**Run 1: M3 wires**

Bar = 20 um.
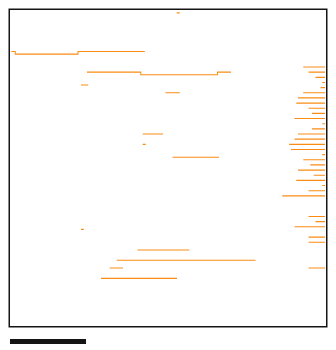
**Run 1: cells by drive strength**

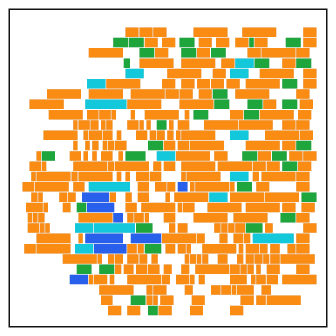
**Run 1: metal 1**

Bar = 20 um.
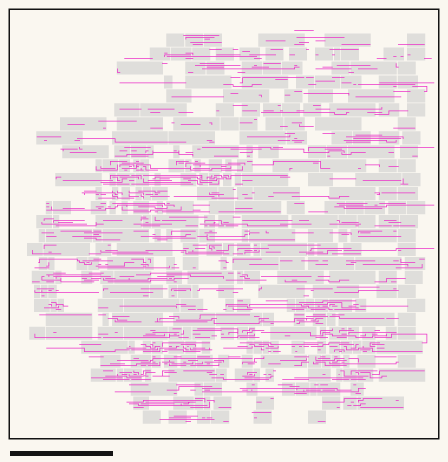
==> src/rtl/ov5640_init_sequencer_pkg.sv <==
// ov5640_init_sequencer_pkg: sequencer state encoding and camera init-table entry layout
package ov5640_init_sequencer_pkg;
  typedef enum logic [3:0] {
    S_IDLE, S_PWR_WAIT, S_RD, S_LAT, S_WR, S_WAIT_ACK, S_DLY, S_DONE, S_ERROR
  } state_t;
  localparam int ENTRY_ADDR_MSB = 23;
  localparam int ENTRY_ADDR_LSB = 8;
  localparam int ENTRY_DATA_MSB = 7;
  localparam int ENTRY_DATA_LSB = 0;
  function automatic logic [15:0] entry_addr(input logic [23:0] e);
    return e[ENTRY_ADDR_MSB:ENTRY_ADDR_LSB];
  endfunction
  function automatic logic [7:0] entry_data(input logic [23:0] e);
    return e[ENTRY_DATA_MSB:ENTRY_DATA_LSB];
  endfunction
  function automatic int max_int(input int a, input int b);
    return a > b ? a : b;
  endfunction
endpackage

==> src/rtl/ov5640_init_sequencer_delay.sv <==
// ov5640_delay_counter: cleared on load, counts while enabled, flags the last cycle of a wait
module ov5640_delay_counter #(
  parameter int W = 20
) (
  input  logic         i_clk,
  input  logic         i_reset,
  input  logic         i_load,
  input  logic         i_en,
  input  logic [W-1:0] i_limit,
  output logic         o_expire
);
  logic [W-1:0] r_cnt;
  always_ff @(posedge i_clk or posedge i_reset)
    if (i_reset) r_cnt <= '0;
    else if (i_load) r_cnt <= '0;
    else if (i_en) r_cnt <= r_cnt + W'(1);
  assign o_expire = i_en && (r_cnt == i_limit - W'(1));
endmodule

==> src/rtl/ov5640_init_sequencer.sv <==
// ov5640_init_sequencer: walks the register table, issuing SCCB writes with power-up/reset waits and retries
module ov5640_init_sequencer
  import ov5640_init_sequencer_pkg::*;
#(
  parameter int ADDR_WIDTH   = 8,
  parameter int DATA_WIDTH   = 24,
  parameter int REG_NUM      = 252,
  parameter int PWRUP_CYCLES = 1_000_000,
  parameter int RST_INDEX    = 1,
  parameter int RST_CYCLES   = 250_000,
  parameter int MAX_RETRY    = 3
) (
  input  logic                  i_clk,
  input  logic                  i_reset,
  input  logic                  i_start,
  output logic [ADDR_WIDTH-1:0] o_rom_addr,
  input  logic [DATA_WIDTH-1:0] i_rom_q,
  output logic                  o_wr_req,
  output logic [15:0]           o_wr_reg_addr,
  output logic [7:0]            o_wr_data,
  input  logic                  i_wr_done,
  input  logic                  i_wr_err,
  output logic                  o_busy,
  output logic                  o_init_done,
  output logic                  o_init_err
);
  localparam int DW = $clog2(max_int(PWRUP_CYCLES, RST_CYCLES) + 1);
  localparam int RW = $clog2(MAX_RETRY + 1);
  localparam logic [ADDR_WIDTH-1:0] LAST    = ADDR_WIDTH'(REG_NUM - 1);
  localparam logic [ADDR_WIDTH-1:0] RST_IDX = ADDR_WIDTH'(RST_INDEX);
  localparam logic [RW-1:0] RETRY_LAST      = RW'(MAX_RETRY - 1);
  state_t r_state, w_next;
  logic [ADDR_WIDTH-1:0] r_index;
  logic [RW-1:0] r_retry;
  logic w_expire, w_load, w_idx_clr, w_idx_inc, w_retry_inc, w_retry_clr, w_latch, w_dly_en;
  logic [DW-1:0] w_limit;
  assign w_dly_en = (r_state == S_PWR_WAIT) || (r_state == S_DLY);
  assign w_limit  = (r_state == S_DLY) ? DW'(RST_CYCLES) : DW'(PWRUP_CYCLES);
  ov5640_delay_counter #(.W(DW)) u_delay (
    .i_clk   (i_clk),
    .i_reset (i_reset),
    .i_load  (w_load),
    .i_en    (w_dly_en),
    .i_limit (w_limit),
    .o_expire(w_expire)
  );
  always_ff @(posedge i_clk or posedge i_reset)
    if (i_reset) r_state <= S_IDLE;
    else r_state <= w_next;
  always_comb begin
    w_next      = r_state;
    w_load      = 1'b0;
    w_idx_clr   = 1'b0;
    w_idx_inc   = 1'b0;
    w_retry_inc = 1'b0;
    w_retry_clr = 1'b0;
    w_latch     = 1'b0;
    case (r_state)
      S_IDLE, S_DONE, S_ERROR:
        if (i_start) begin
          w_next    = S_PWR_WAIT;
          w_load    = 1'b1;
          w_idx_clr = 1'b1;
        end
      S_PWR_WAIT: w_next = w_expire ? S_RD : S_PWR_WAIT;
      S_RD:       w_next = S_LAT;
      S_LAT: begin
        w_next  = S_WR;
        w_latch = 1'b1;
      end
      S_WR:       w_next = S_WAIT_ACK;
      S_WAIT_ACK:
        if (i_wr_done && !i_wr_err) begin
          w_retry_clr = 1'b1;
          w_load      = (r_index == RST_IDX);
          w_idx_inc   = (r_index != RST_IDX) && (r_index != LAST);
          w_next      = (r_index == RST_IDX) ? S_DLY : (r_index == LAST) ? S_DONE : S_RD;
        end else if (i_wr_done) begin
          // a NACK replays the same latched entry without re-reading the table
          w_retry_inc = (r_retry < RETRY_LAST);
          w_next      = (r_retry < RETRY_LAST) ? S_WR : S_ERROR;
        end
      S_DLY:
        if (w_expire) begin
          w_idx_inc = (r_index != LAST);
          w_next    = (r_index == LAST) ? S_DONE : S_RD;
        end
      default:    w_next = S_IDLE;
    endcase
  end
  always_ff @(posedge i_clk or posedge i_reset)
    if (i_reset) begin
      r_index       <= '0;
      r_retry       <= '0;
      o_wr_reg_addr <= '0;
      o_wr_data     <= '0;
    end else begin
      r_index <= w_idx_clr ? '0 : w_idx_inc ? r_index + ADDR_WIDTH'(1) : r_index;
      r_retry <= (w_idx_clr || w_retry_clr) ? '0 : w_retry_inc ? r_retry + RW'(1) : r_retry;
      if (w_latch) begin
        o_wr_reg_addr <= entry_addr(i_rom_q[23:0]);
        o_wr_data     <= entry_data(i_rom_q[23:0]);
      end
    end
  assign o_rom_addr  = r_index;
  assign o_wr_req    = (r_state == S_WR);
  assign o_busy      = !((r_state == S_IDLE) || (r_state == S_DONE) || (r_state == S_ERROR));
  assign o_init_done = (r_state == S_DONE);
  assign o_init_err  = (r_state == S_ERROR);
endmodule

==> config.mk <==
export PLATFORM = sky130hd
export DESIGN_NAME = ov5640_init_sequencer
export DESIGN_NICKNAME = d
export VERILOG_FILES = /design/src/rtl/ov5640_init_sequencer_pkg.sv /design/src/rtl/ov5640_init_sequencer_delay.sv /design/src/rtl/ov5640_init_sequencer.sv
export SDC_FILE = /design/constraint.sdc
export NUM_CORES = 1
export LEC_CHECK = 0
export CORE_MARGIN = 2
export CORE_UTILIZATION = 47
export CTS_BUF_LIST = sky130_fd_sc_hd__clkbuf_8
export CTS_CLUSTER_DIAMETER = 30
export DETAILED_ROUTE_END_ITERATION = 10
export PLACE_DENSITY_LB_ADDON = 0.3
export SYNTH_ARGS = -nofsm -noshare
export SYNTH_HDL_FRONTEND = slang
export SYNTH_SLANG_ARGS = --single-unit
==> constraint.sdc <==
create_clock -name i_clk -period 4.4 [get_ports i_clk]
set_input_delay 0.66 -clock i_clk [delete_from_list [all_inputs] [get_ports i_clk]]
set_output_delay 0.66 -clock i_clk [all_outputs]
set_load 0.03 [all_outputs]
==> flow_summary_export.csv, run 1 <==
group,metric,value,unit
setup_path,setup_slack_of_the_most_critical_reg_to_reg_path,2.10,ns
synthesis,postSynthNetCount,295,
placement,pre_cts_ws,1.911,ns
setup_path,regToRegStartpoint,"r_state[2]",
timing,clock_skew,0.007743,ns
clock_network,clock_insertion_delay_worst_skew,0.33,ns
setup_path,worstRegToRegCells,5,
setup_path,worst_setup_path_startpoint,"r_state[2]",
synthesis,postSynth.topFlopCell,"sky130_fd_sc_hd__dfrtp_1",
floorplan,floorplan.die_area,6952,um2
placement,dp_cells,393,
floorplan,design.core.area,5991,um2
cells_and_area,registers.top_by_ff_count,"u_delay.r_cnt",
setup_path,worst_path_max_delay_cell,"sky130_fd_sc_hd__clkdlybuf4s50_1",
job,maxCapViolCount,0,
synthesis,ys_seq_share,49.01,%
power,power_frac_seq,33.7,%
synthesis,yosys.stat.chipArea,2962,um2
power,clk-power,0.651,mW
cells_and_area,finish.net_count,361,
power,pwr_density_cell,594.0,nW/um2
clock_network,h-tree-depth,3,
clock_network,clk_root_buffer_cell,"sky130_fd_sc_hd__clkbuf_8",
clock_network,numClockSinks,58,
synthesis,synthesis.area,2962,um2
placement,detailed_place_hpwl,4.334,mm
placement,placement.io_buffers,64,
floorplan,dieWidth,83.38,um
cells_and_area,layout_top_registers,"u_delay.r_cnt (20), o_wr_reg_addr (16)",
clock_network,cts-hold-fix-buffers,0,
status,run_status,"completed",
synthesis,postSynth.asyncResetShare,100.0,%
cells_and_area,largest_register_ff_count,20,
timing,max_clock_freq,366.9,MHz
timing,final-setup-viol-count,0,
global_route,gr-total-overflow,0,
setup_path,worst-endpoint-arrival,2.07,ns
synthesis,synth-seq-cells,58,
setup_path,worstSetupStartpointType,"flop",
timing,worst_slew_margin_rel,56.10,%
clock_network,cts_inserted_buffers,9,
synthesis,ys_sh_adder,1.267,%
synthesis,post_synth_num_cell_types,53,
About 'M3 wires':
- share of all routed wire: 5.1%
- nets with wire on the layer: 40
- wire length on this layer: 323 um
- longest straight run: 36.3 um
Post-Route WL: 6.284 mm
met3 Use GR: 5.169%
via count: 2249

About 'cells by drive strength':
- x2: green (cells 37; share 11%; most used mux2_2)
- x1 and smaller: orange (cells 275; share 82%; most used clkdlybuf4s50_1)
- x6 and larger: cyan (cells 14; share 4.2%; most used clkbuf_8)
- x3 and x4: blue (cells 8; share 2.4%)
min setup slack post-route: 1.674 ns
post-route design area: 3916 um2
layout overhead on the synthesized area: 32.24%
non-clock buffer total of the final layout: 66

About 'metal 1':
- wire length on this layer: 2900 um
- share of all routed wire: 46%
- main direction: horizontal

==> run 1: critical path: cells and delay by family, from the launching register on <==
family | cells | cell delay [ns]
buf+inv | 1 | 0.69
flops | 1 | 0.56
simple gates | 2 | 0.49
==> run 1: metal layers <==
metal	part of all wire, %	up-vias	track usage (%)
li1	-	1096	-
met3	5.1	6	5.169
met4	1.3	0	7.750
met5	0	-	0
met2	47	53	28.74
met1	46	1094	26.52
==> run 1: area by class of cell <==
type	instances	area, um2
fill	456	2074
sequential	58	1451
multi-input combinational	190	1434
timing repair buffer	66	655.6
clock buffer	10	137.6
clock inverter	6	128.9
tap	75	93.84
inverter	4	15.01
**Run 1: clock wiring as the flow saved it**

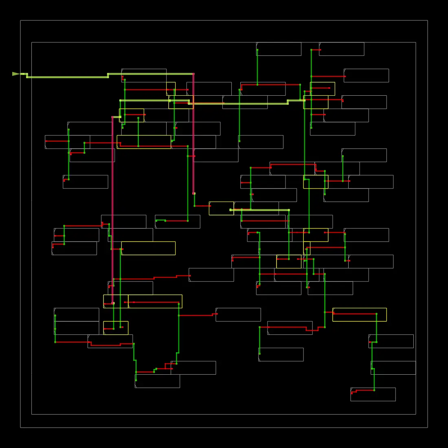

==> run 2, diff against run 1 <==
==> constraint.sdc (replaced) <==
create_clock -name i_clk -period 2.35 [get_ports i_clk]
set_input_delay 0.3525 -clock i_clk [delete_from_list [all_inputs] [get_ports i_clk]]
set_output_delay 0.3525 -clock i_clk [all_outputs]
set_load 0.03 [all_outputs]
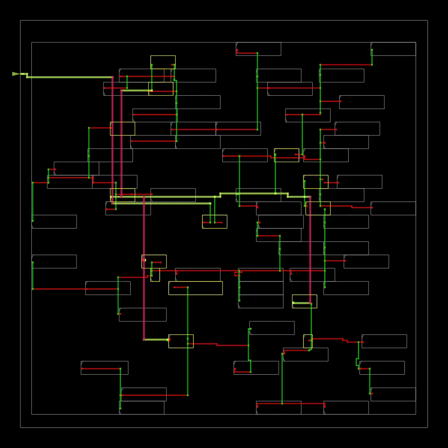
**Above:** run 2 (clock wiring as the flow saved it).
flip-flops: 58
clk sinks: 58
clock skew after layout: 0.008743 ns
total of clock buffers placed in the layout: 11
clock network power: 0.908 mW

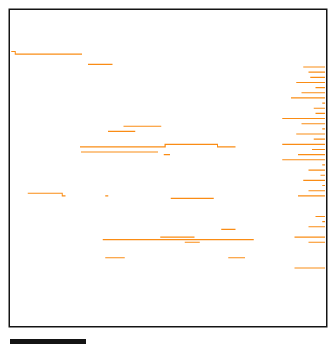
**Above:** run 2 (M3 wires).
Bar = 20 um.
- longest straight run: 39.6 um
- main direction: horizontal
- wire length on this layer: 342 um
- nets with wire on the layer: 43
met3 Use GR: 4.871%
via count: 2306

==> flow_summary_export.csv, run 2 <==
group,metric,value,unit
status,run_status,"completed",
clock_network,h-tree-depth,3,
timing,worst_slew_margin_rel,55.73,%
job,maxCapViolCount,0,
placement,detailed_place_hpwl,4.533,mm
setup_path,worst-path-buf-inv,1,
synthesis,yosys.stat.chipArea,2962,um2
cells_and_area,final.fill_count,473,
clock_network,clock_insertion_delay_worst_skew,0.33,ns
setup_path,worst_path_max_delay_cell,"sky130_fd_sc_hd__clkdlybuf4s50_1",
placement,dp_cells,396,
global_route,gr-total-overflow,0,
floorplan,design.core.area,5991,um2
synthesis,synth-seq-cells,58,
synthesis,postSynth.asyncResetShare,100.0,%
route,detail-route-antenna-nets,0,
floorplan,dieWidth,83.38,um
synthesis,ys_seq_share,49.01,%
synthesis,postSynth.topFlopCell,"sky130_fd_sc_hd__dfrtp_1",
cells_and_area,registers.top_by_ff_count,"u_delay.r_cnt",
synthesis,ys_sh_adder,1.267,%
clock_network,cts-hold-fix-buffers,0,
timing,fin_ws,0.06988,ns
placement,pre_cts_ws,0.2274,ns
timing,final-setup-viol-count,0,
cells_and_area,area_growth_syn_to_layout,31.18,%
placement,placement.io_buffers,64,
cells_and_area,layout_top_registers,"u_delay.r_cnt (20), o_wr_reg_addr (16)",
setup_path,worst-endpoint-arrival,1.93,ns
synthesis,postSynthNetCount,295,
clock_network,clk_root_buffer_cell,"sky130_fd_sc_hd__clkbuf_8",
timing,max_clock_freq,438.6,MHz
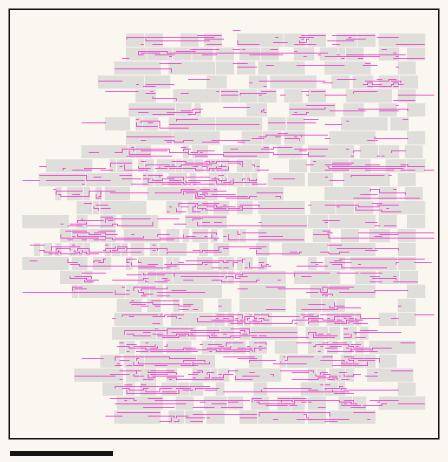
**Above:** run 2 (metal 1).
Bar = 20 um.
- wire length on this layer: 2850 um
- nets with wire on the layer: 323
- main direction: horizontal
- longest straight run: 31.3 um
- share of all routed wire: 44%
GR Util met1: 26.00%
Post-Route WL: 6.430 mm

run 2: cell counts after synthesis:
No cell type changed its count.
run 2: final cells by class:
class	count	area [um2]	share of cell area, %
well taps	75	93.84	2.415
flip-flops and latches	58	1454	37.42
clock buffers	11	151.4	3.897
inverters	4	15.01	0.3865
clock inverters	3	40.04	1.031
multi-input cells	190	1439	37.04
repair buffers	69	691.9	17.81
run 2: metal layers:
layer / vias to the layer above / global-route usage, % / wire length (um)
li1: 1102 / - / -
met1: 1133 / 26.00 / 2847
met2: 62 / 31.45 / 3142
met3: 9 / 4.871 / 341
met4: 0 / 8.048 / 98
met5: - / 0 / 0
==> run 3, diff against run 2 <==
--- a/config.mk
+++ b/config.mk
@@ -5,6 +5,8 @@
 export SDC_FILE = /design/constraint.sdc
 export NUM_CORES = 1
 export LEC_CHECK = 0
+export ABC_AREA = 1
+export ABC_CLOCK_PERIOD_IN_PS = 2350
 export CORE_MARGIN = 2
 export CORE_UTILIZATION = 47
 export CTS_BUF_LIST = sky130_fd_sc_hd__clkbuf_8
==> flow_summary_export.csv, run 3 <==
group,metric,value,unit
status,run_status,"completed",
global_route,gr-total-overflow,0,
setup_path,worstSetupPathDepth,5,
setup_path,worstRegToRegCells,10,
setup_path,worst_path_max_delay_cell,"sky130_fd_sc_hd__clkdlybuf4s50_1",
synthesis,synthesis.area,3292,um2
timing,clock_skew,0.007808,ns
synthesis,postSynthNetCount,433,
route,wl_met3,615,um
placement,placement.io_buffers,64,
setup_path,worst_setup_path_startpoint,"r_state[0]",
floorplan,floorplan.die_area,7690,um2
clock_network,cts_inserted_buffers,9,
setup_path,regToRegStartpoint,"u_delay.r_cnt[0]",
timing,max_clock_freq,451.3,MHz
cells_and_area,registers.top_by_ff_count,"u_delay.r_cnt",
synthesis,ys_seq_share,44.09,%
job,maxCapViolCount,0,
clock_network,clock_insertion_delay_worst_skew,0.34,ns
placement,dp_cells,561,
placement,detailed_place_hpwl,5.754,mm
synthesis,ys_sh_adder,1.140,%
floorplan,dieWidth,87.69,um
synthesis,yosys.stat.chipArea,3292,um2
setup_path,worst-endpoint-arrival,1.86,ns
cells_and_area,finish.net_count,508,
cells_and_area,area_growth_syn_to_layout,29.61,%
route,detail-route-antenna-nets,0,
clock_network,cts-hold-fix-buffers,0,
cells_and_area,postLayoutCoreUtil,62.80,%
route,wl_met2,3.509,mm
power,pwr_density_cell,1146,nW/um2
timing,fin_ws,0.1341,ns
synthesis,postSynth.asyncResetShare,100.0,%
cells_and_area,largest_register_ff_count,20,
setup_path,crit_family,"buffers and inverters",
cells_and_area,final.fill_count,610,
clock_network,numClockSinks,58,
## run 3: cell types whose count changed after synthesis, sizes merged, moves of 8 or more
cell	change
nand2	+89
inv	+48
nor2	+34
nand3	+14
o21ai	+10
nor3	+8
xor2	-8
## run 3: where the power goes
part	internal [mW]	switching (mW)
clock network	0.541	0.406
logic	0.955	1.43
registers	1.31	0.244
total	2.81	2.08
## run 3: area by class of cell
type                    instances  area [um2]  share of cell area, %
clock buffers                  11       151.4                  3.548
inverters                      53       200.2                  4.692
repair buffers                 68       683.2                  16.01
clock inverters                 5       52.55                  1.232
flip-flops and latches         58        1451                  34.02
well taps                      96       120.1                  2.815
multi-input cells             286        1608                  37.68
## run 3: per-layer routing
layer,track usage [%],vias to the layer above
li1,-,1444
met1,27.93,1374
met2,32.64,88
met3,9.048,10
met4,9.231,0
met5,0,-
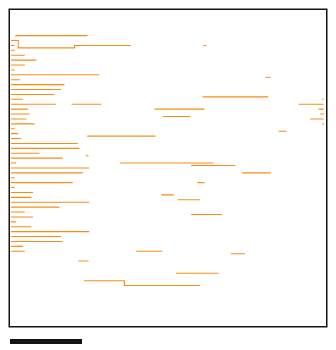
**Above:** run 3 (M3 wires).
Bar = 20 um.
- share of all routed wire: 8.1%
- wire length on this layer: 615 um
- main direction: horizontal
Post-Route WL: 7.643 mm
via count: 2916
met3 Use GR: 9.048%

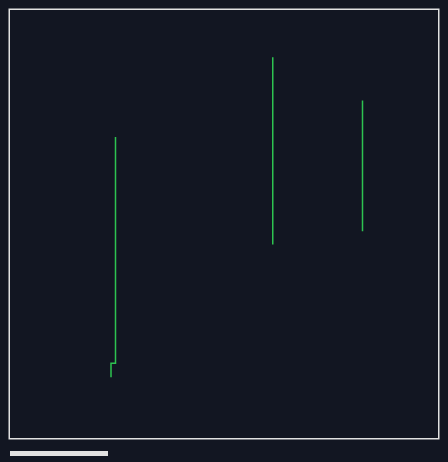
**Above:** run 3 (signal wires on met4).
Bar = 20 um.
- wire length on this layer: 115 um
- share of all routed wire: 1.5%
- nets with wire on the layer: 2

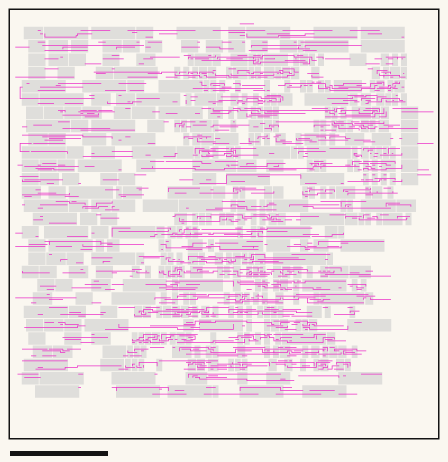
**Above:** run 3 (metal 1).
Bar = 20 um.
- share of all routed wire: 45%
- wire length on this layer: 3400 um
- main direction: horizontal
GR Util met1: 27.93%

Power and IR drop assume default switching activity.
